[src/rtl/cpu_ctrl_pkg.sv]
// ============================================================================
// Module      : cpu_ctrl_pkg
// Description : Shared types and encodings for the multi-cycle RV32I sequencer.
//               Holds the FSM state enum, opcode/funct constants and ALU
//               control encodings.
// Revision    : 1.0 - initial release
// ============================================================================
`default_nettype none

package cpu_ctrl_pkg;

    typedef enum logic [2:0] {
        FETCH     = 3'd0,
        DECODE    = 3'd1,
        EXEC_ALU  = 3'd2,
        EXEC_BR   = 3'd3,
        WRITEBACK = 3'd4,
        TRAP      = 3'd5
    } state_t;

    localparam logic [6:0] OP_IMM    = 7'b0010011;
    localparam logic [6:0] OP_REG    = 7'b0110011;
    localparam logic [6:0] OP_BRANCH = 7'b1100011;

    localparam logic [2:0] F3_ADD = 3'b000;
    localparam logic [2:0] F3_BEQ = 3'b000;
    localparam logic [2:0] F3_BNE = 3'b001;

    localparam logic [6:0] F7_ADD = 7'b0000000;
    localparam logic [6:0] F7_SUB = 7'b0100000;

    localparam logic [1:0] ALU_ADD = 2'b00;
    localparam logic [1:0] ALU_SUB = 2'b01;

endpackage

`default_nettype wire

[src/rtl/instr_decode.sv]
// ============================================================================
// Module      : instr_decode
// Description : Combinational classification of the registered instruction
//               word into legality, class and ALU/branch attributes.
// Revision    : 1.0 - initial release
// ============================================================================
`default_nettype none

module instr_decode
    import cpu_ctrl_pkg::*;
(
    input  logic [31:0] i_ir,
    output logic        o_legal,
    output logic        o_is_alu,
    output logic        o_is_branch,
    output logic        o_use_imm,
    output logic [1:0]  o_alu_op,
    output logic        o_br_ne
);

    logic [6:0] w_opcode;
    logic [2:0] w_funct3;
    logic [6:0] w_funct7;
    // Register and immediate fields do not affect control.
    logic       w_unused_bits;

    assign w_opcode      = i_ir[6:0];
    assign w_funct3      = i_ir[14:12];
    assign w_funct7      = i_ir[31:25];
    assign w_unused_bits = ^{i_ir[24:15], i_ir[11:7]};

    // Classify the instruction; anything not explicitly matched stays illegal.
    always_comb begin
        o_legal     = 1'b0;
        o_is_alu    = 1'b0;
        o_is_branch = 1'b0;
        o_use_imm   = 1'b0;
        o_alu_op    = ALU_ADD;
        o_br_ne     = 1'b0;
        case (w_opcode)
            OP_IMM: begin
                if (w_funct3 == F3_ADD) begin
                    o_legal   = 1'b1;
                    o_is_alu  = 1'b1;
                    o_use_imm = 1'b1;
                end
            end
            OP_REG: begin
                if (w_funct3 == F3_ADD && w_funct7 == F7_ADD) begin
                    o_legal  = 1'b1;
                    o_is_alu = 1'b1;
                end else if (w_funct3 == F3_ADD && w_funct7 == F7_SUB) begin
                    o_legal  = 1'b1;
                    o_is_alu = 1'b1;
                    o_alu_op = ALU_SUB;
                end
            end
            OP_BRANCH: begin
                if (w_funct3 == F3_BEQ || w_funct3 == F3_BNE) begin
                    o_legal     = 1'b1;
                    o_is_branch = 1'b1;
                    o_br_ne     = (w_funct3 == F3_BNE);
                end
            end
            default: ;
        endcase
    end

endmodule

`default_nettype wire

[src/rtl/multicycle_ctrl.sv]
// ============================================================================
// Module      : multicycle_ctrl
// Description : Multi-cycle FETCH/DECODE/EXECUTE/WRITEBACK sequencer for the
//               RV32I datapath, with instruction-memory fetch handshake,
//               fetch timeout and sticky trap state.
//               Optional macro MULTICYCLE_CTRL_INSTRET_EN enables the 32-bit
//               retired-instruction counter; otherwise instret is tied to 0.
// Revision    : 1.0 - initial release
// ============================================================================
`default_nettype none

module multicycle_ctrl
    import cpu_ctrl_pkg::*;
#(
    parameter int DATA_WIDTH    = 32,
    parameter int FETCH_TIMEOUT = 16
) (
    input  logic                  clk,
    input  logic                  rst,
    input  logic [DATA_WIDTH-1:0] instr,
    input  logic                  mem_ready,
    input  logic                  EQ,
    output logic                  PCWrite,
    output logic                  IRWrite,
    output logic                  RegWrite,
    output logic                  ALUsrc,
    output logic [1:0]            ALUctrl,
    output logic                  ImmSrc,
    output logic                  PCsrc,
    output logic                  halt,
    output logic [31:0]           instret
);

    localparam logic [7:0] c_TMO_LAST = 8'(FETCH_TIMEOUT - 1);

    state_t                r_state;
    logic [DATA_WIDTH-1:0] r_ir;
    logic [7:0]            r_tmo;

    logic       w_legal;
    logic       w_is_alu;
    logic       w_is_branch;
    logic       w_use_imm;
    logic [1:0] w_alu_op;
    logic       w_br_ne;

    instr_decode u_decode (
        .i_ir        (r_ir[31:0]),
        .o_legal     (w_legal),
        .o_is_alu    (w_is_alu),
        .o_is_branch (w_is_branch),
        .o_use_imm   (w_use_imm),
        .o_alu_op    (w_alu_op),
        .o_br_ne     (w_br_ne)
    );

    // Sequencer state, instruction register and fetch timeout counter.
    always_ff @(posedge clk or posedge rst) begin
        if (rst) begin
            r_state <= FETCH;
            r_ir    <= '0;
            r_tmo   <= 8'd0;
        end else begin
            case (r_state)
                FETCH: begin
                    if (mem_ready) begin
                        r_ir    <= instr;
                        r_tmo   <= 8'd0;
                        r_state <= DECODE;
                    end else begin
                        r_tmo <= r_tmo + 8'd1;
                        if (r_tmo == c_TMO_LAST) begin
                            r_state <= TRAP;
                        end
                    end
                end
                DECODE: begin
                    if (!w_legal) begin
                        r_state <= TRAP;
                    end else if (w_is_alu) begin
                        r_state <= EXEC_ALU;
                    end else if (w_is_branch) begin
                        r_state <= EXEC_BR;
                    end else begin
                        r_state <= TRAP;
                    end
                end
                EXEC_ALU:  r_state <= WRITEBACK;
                EXEC_BR:   r_state <= FETCH;
                WRITEBACK: r_state <= FETCH;
                TRAP:      r_state <= TRAP;
                default:   r_state <= TRAP;
            endcase
        end
    end

    // Datapath strobes from state and IR; EXEC_ALU settings are held through
    // WRITEBACK so the write-back data stays stable.
    always_comb begin
        PCWrite  = 1'b0;
        IRWrite  = 1'b0;
        RegWrite = 1'b0;
        ALUsrc   = 1'b0;
        ALUctrl  = ALU_ADD;
        ImmSrc   = 1'b0;
        PCsrc    = 1'b0;
        halt     = 1'b0;
        case (r_state)
            FETCH: begin
                IRWrite = mem_ready & ~rst;
            end
            EXEC_ALU: begin
                ALUsrc  = w_use_imm;
                ALUctrl = w_alu_op;
            end
            WRITEBACK: begin
                RegWrite = 1'b1;
                PCWrite  = 1'b1;
                ALUsrc   = w_use_imm;
                ALUctrl  = w_alu_op;
            end
            EXEC_BR: begin
                PCWrite = 1'b1;
                ALUctrl = ALU_SUB;
                ImmSrc  = 1'b1;
                PCsrc   = w_br_ne ? ~EQ : EQ;
            end
            TRAP: begin
                halt = 1'b1;
            end
            default: ;
        endcase
    end

`ifdef MULTICYCLE_CTRL_INSTRET_EN
    logic [31:0] r_instret;

    // Count retiring cycles; TRAP never retires so the count freezes there.
    always_ff @(posedge clk or posedge rst) begin
        if (rst) begin
            r_instret <= 32'd0;
        end else if (r_state == EXEC_BR || r_state == WRITEBACK) begin
            r_instret <= r_instret + 32'd1;
        end
    end

    assign instret = r_instret;
`else
    assign instret = 32'd0;
`endif

endmodule

`default_nettype wire

[config.mk]
export PLATFORM = sky130hd
export DESIGN_NAME = multicycle_ctrl
export DESIGN_NICKNAME = d
export VERILOG_FILES = /design/src/rtl/cpu_ctrl_pkg.sv /design/src/rtl/instr_decode.sv /design/src/rtl/multicycle_ctrl.sv
export SDC_FILE = /design/constraint.sdc
export NUM_CORES = 1
export LEC_CHECK = 0
export ABC_AREA = 1
export ABC_CLOCK_PERIOD_IN_PS = 3100
export CORE_UTILIZATION = 45
export CTS_CLUSTER_SIZE = 12
export DETAILED_ROUTE_END_ITERATION = 6
export PLACE_DENSITY = 0.94
export SYNTH_ARGS = -nofsm -noshare
export SYNTH_HDL_FRONTEND = slang
export SYNTH_SLANG_ARGS = --single-unit
[constraint.sdc]
create_clock -name clk -period 3.1 [get_ports clk]
set_input_delay 0.465 -clock clk [delete_from_list [all_inputs] [get_ports clk]]
set_output_delay 0.465 -clock clk [all_outputs]
set_load 0.02 [all_outputs]
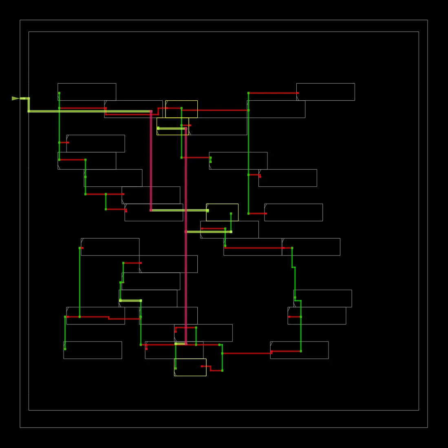
Figure 1: clock wiring as the flow saved it.
Latency at later pin: 280 ps
Clock Power: 0.227 mW
CTS sink count: 28

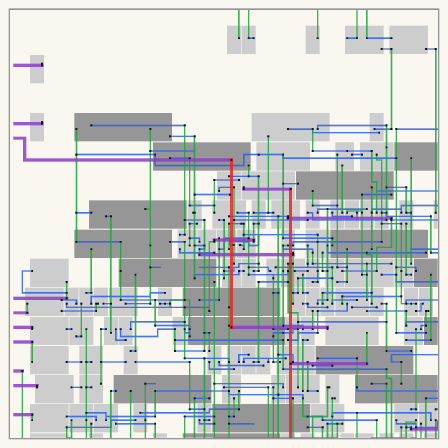
Figure 2: a small window of the routed layout.
Window x 0 to 40, y 24 to 64 um. Cells in gray, sequential cells in the stronger gray; small squares are vias.
[metal 4] red
[metal 3] purple
[metal 2] green
[metal 1] blue
cells with their middle in the window: 98
netlist names of flops here include: `r_tmo` (7), `r_ir` (6)
most frequent: nand2_1 (20), dfrtp_1 (13), nor2_1 (10)
sequential cells in the window: 13

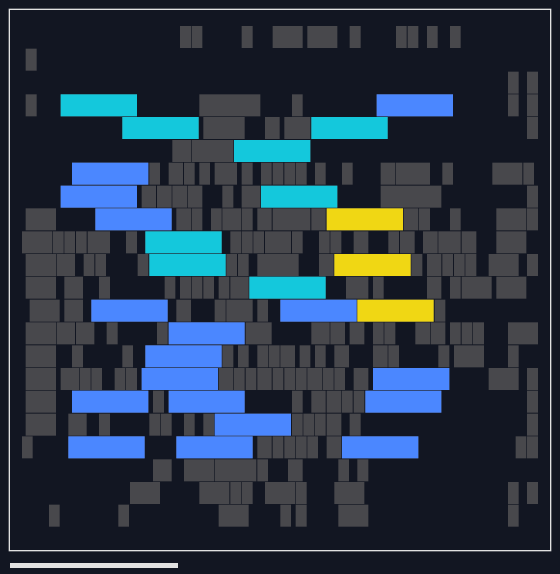
Figure 3: register map, names as in the netlist.
Scale bar: 20 um.
[`r_ir`] blue | placed flops: 17
[`r_state`] yellow | placed flops: 3
[`r_tmo`] cyan | placed flops: 8

==> impl_metrics.tcl <==
# collected from the flow reports
set metrics [dict create \
    crit_fanout 3 \
    ys_sh_mux_pct 0 \
    dr.pass1.iters 4 \
    core_mm2 0.00369 \
    warning_count 41 \
    ys_area_mm2 0.00175 \
    synth_cell_types 29 \
    n_fill_cell 354 \
    portBuffers 28 \
    vias 1352 \
    buf_share_pct 14.9 \
    wl_met1_um 1330 \
    maxCapViolations 0 \
    drive_gt1_share_pct 9.45 \
    hold_start "r_ir[1]$_DFFE_PP0P_" \
    io_pins 77 \
    grt_usage_pct 16.3 \
    period_used_pct 82.1 \
    async_flop_share_pct 100 \
    wl_um 2930 \
    clkTransAtPathRegs_ps 90 \
    nNetsFinal 292 \
    syn2layout_area_growth_pct 13.3 \
    outcome "completed" \
    r2r_start "r_state[0]$_DFFE_PP0P_" \
    finalPower_mw 0.713 \
    place_area_mm2 0.00193 \
    cts_max_level 1 \
    ys_cells 225 \
    crit_chain "nor2_1, nand2_1, inv_1, nand3_1, o31ai_1, clkdlybuf4s50_1" \
    start_kind "register" \
    postCtsHoldBufs 0 \
    ys_top_cells_by_count "nand2_1, buf_4, dfrtp_1" \
    ys_sh_aoi_pct 7.49 \
    flop_area_um2 701 \
    antennaDiodeCount 0 \
    top_cell "nand2_1" \
    crit_required_ps 2630 \
    top_usage_layer "met2" \
    r2r_slack_ps 1610 \
    static-leakage-power_nw 1.03 \
    drt-wirelength-per-cell_um 9.70 \
    drc 0 \
    drv_slew 0 \
    ant_nets 0 \
    ff2ff_path_depth 7 \
    top_logic_kind "simple AND/OR/NAND/NOR gates" \
    grt_max_degree 30 \
    die_area_mm2 0.00415 \
    inverters 26 \
    seq_area_share_pct 35.3 \
    p_int_mw 0.527 \
    power.density_mw_per_mm2 359 \
    seq_cell_count 28 \
    layout_top_cell "nand2_1" \
    cts-resized-gates 0 \
    synthFlopType "dfrtp_1" \
    comb_area_share_pct 38.8 \
    grtUsageMet1_pct 20.0 \
    cts_tree "built" \
    synth_top_cell_by_area "dfrtp_1" \
    fin_area_mm2 0.00199 \
    vdd.ir_drop.worst_v 0.000223 \
    rows 22 \
    hpwlAfterDp_um 2250 \
    cts-root-buf "clkbuf_8" \
    cp-end-kind "output pin" \
    hold-path-endpoint "r_ir[1]$_DFFE_PP0P_" \
    postCtsSetupBuffers 0 \
    met3_length_um 172 \
    fin_skew_ps 4.80 \
    ys_ff 28 \
    num-nonclk-buffers 30 \
    die_x_um 64.4 \
    p_sw_mw 0.187 \
    drt_iter0_drc 61 \
    comb.multi_input.count 166 \
    routabilityCongestion 0.861 \
    cp.depth 6 \
    most-common-layout-cells "nand2_1, conb_1, clkdlybuf4s50_1, dfrtp_1, nor2_1" \
    grt_use_met3_pct 3.17 \
    yosysWarnings 0 \
    pwr-share-seq_pct 54.7 \
    synthCells 225 \
    antenna_found_initial 0 \
    fp-utilization_pct 47.5 \
    period_needed_ps 2540 \
    p_sw_share_pct 26.2 \
    adder_share_pct 0.714 \
    hold_viol_final 0 \
    cp_num_buf_inv 2 \
    hold_depth 2 \
    slowest_stage "clkdlybuf4s50_1" \
    fmax_mhz 393 \
    cts_buffers 3 \
    use_met2_pct 27.5 \
    synth-simple-area-share_pct 28.2 \
    timing.final.setup_violations 0 \
    worst-endpoint-arrival_ps 2080 \
    ys_seq_share_pct 40.0 \
]
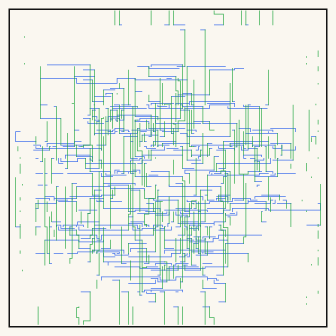
Figure 4: metal layers overlaid.
Two of the layers only.
[metal 2] green | wire length: 1370 um
[metal 1] blue | wire length: 1330 um

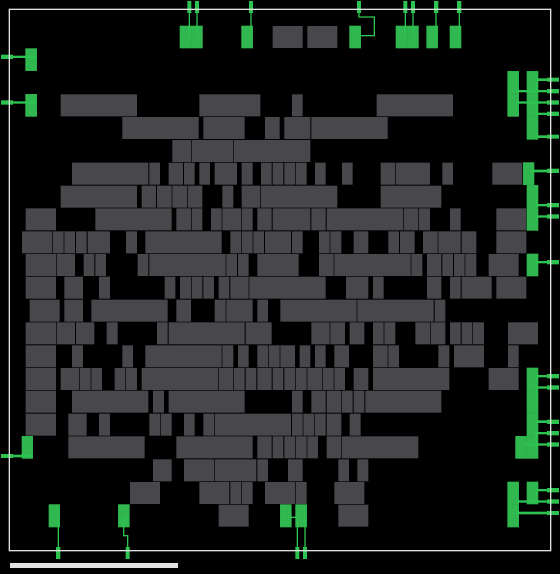
Figure 5: I/O nets highlighted.
Scale bar: 20 um.
[`instret`] green | direction: output | edge: 17 right, 8 top, 4 bottom, 3 left | end cells: 32 | buffers: 0 | wire: 90.7 um

## through the flow
step | worst slack (ps) | hold WS [ps] | utilization, % | cells
finish | 555 | 486 | 53.8 | 302
global route | 381 | 510 | 53.8 | 302
CTS | 567 | 485 | 53.8 | 302
detailed placement | 671 | 460 | 52.3 | 298
global placement | 663 | 455 | 52.3 | 298
floorplan | 1020 | 442 | - | 257
## power by group through the flow
stage | Clock (mW) | Sequential, mW | Combinational, mW
after CTS | 0.232 | 0.390 | 0.0968
final | 0.227 | 0.390 | 0.0962
after global routing | 0.246 | 0.392 | 0.108
after floorplan | 0 | 0.394 | 0.0947
after detailed placement | 0 | 0.397 | 0.0964
after global placement | 0 | 0.396 | 0.0947
## registers in the layout (all words and copies together) (netlist names)
signal,flops
r_ir,17
r_state,3
r_tmo,8
Power figures rest on the tool's default switching activity, not on a simulated workload.
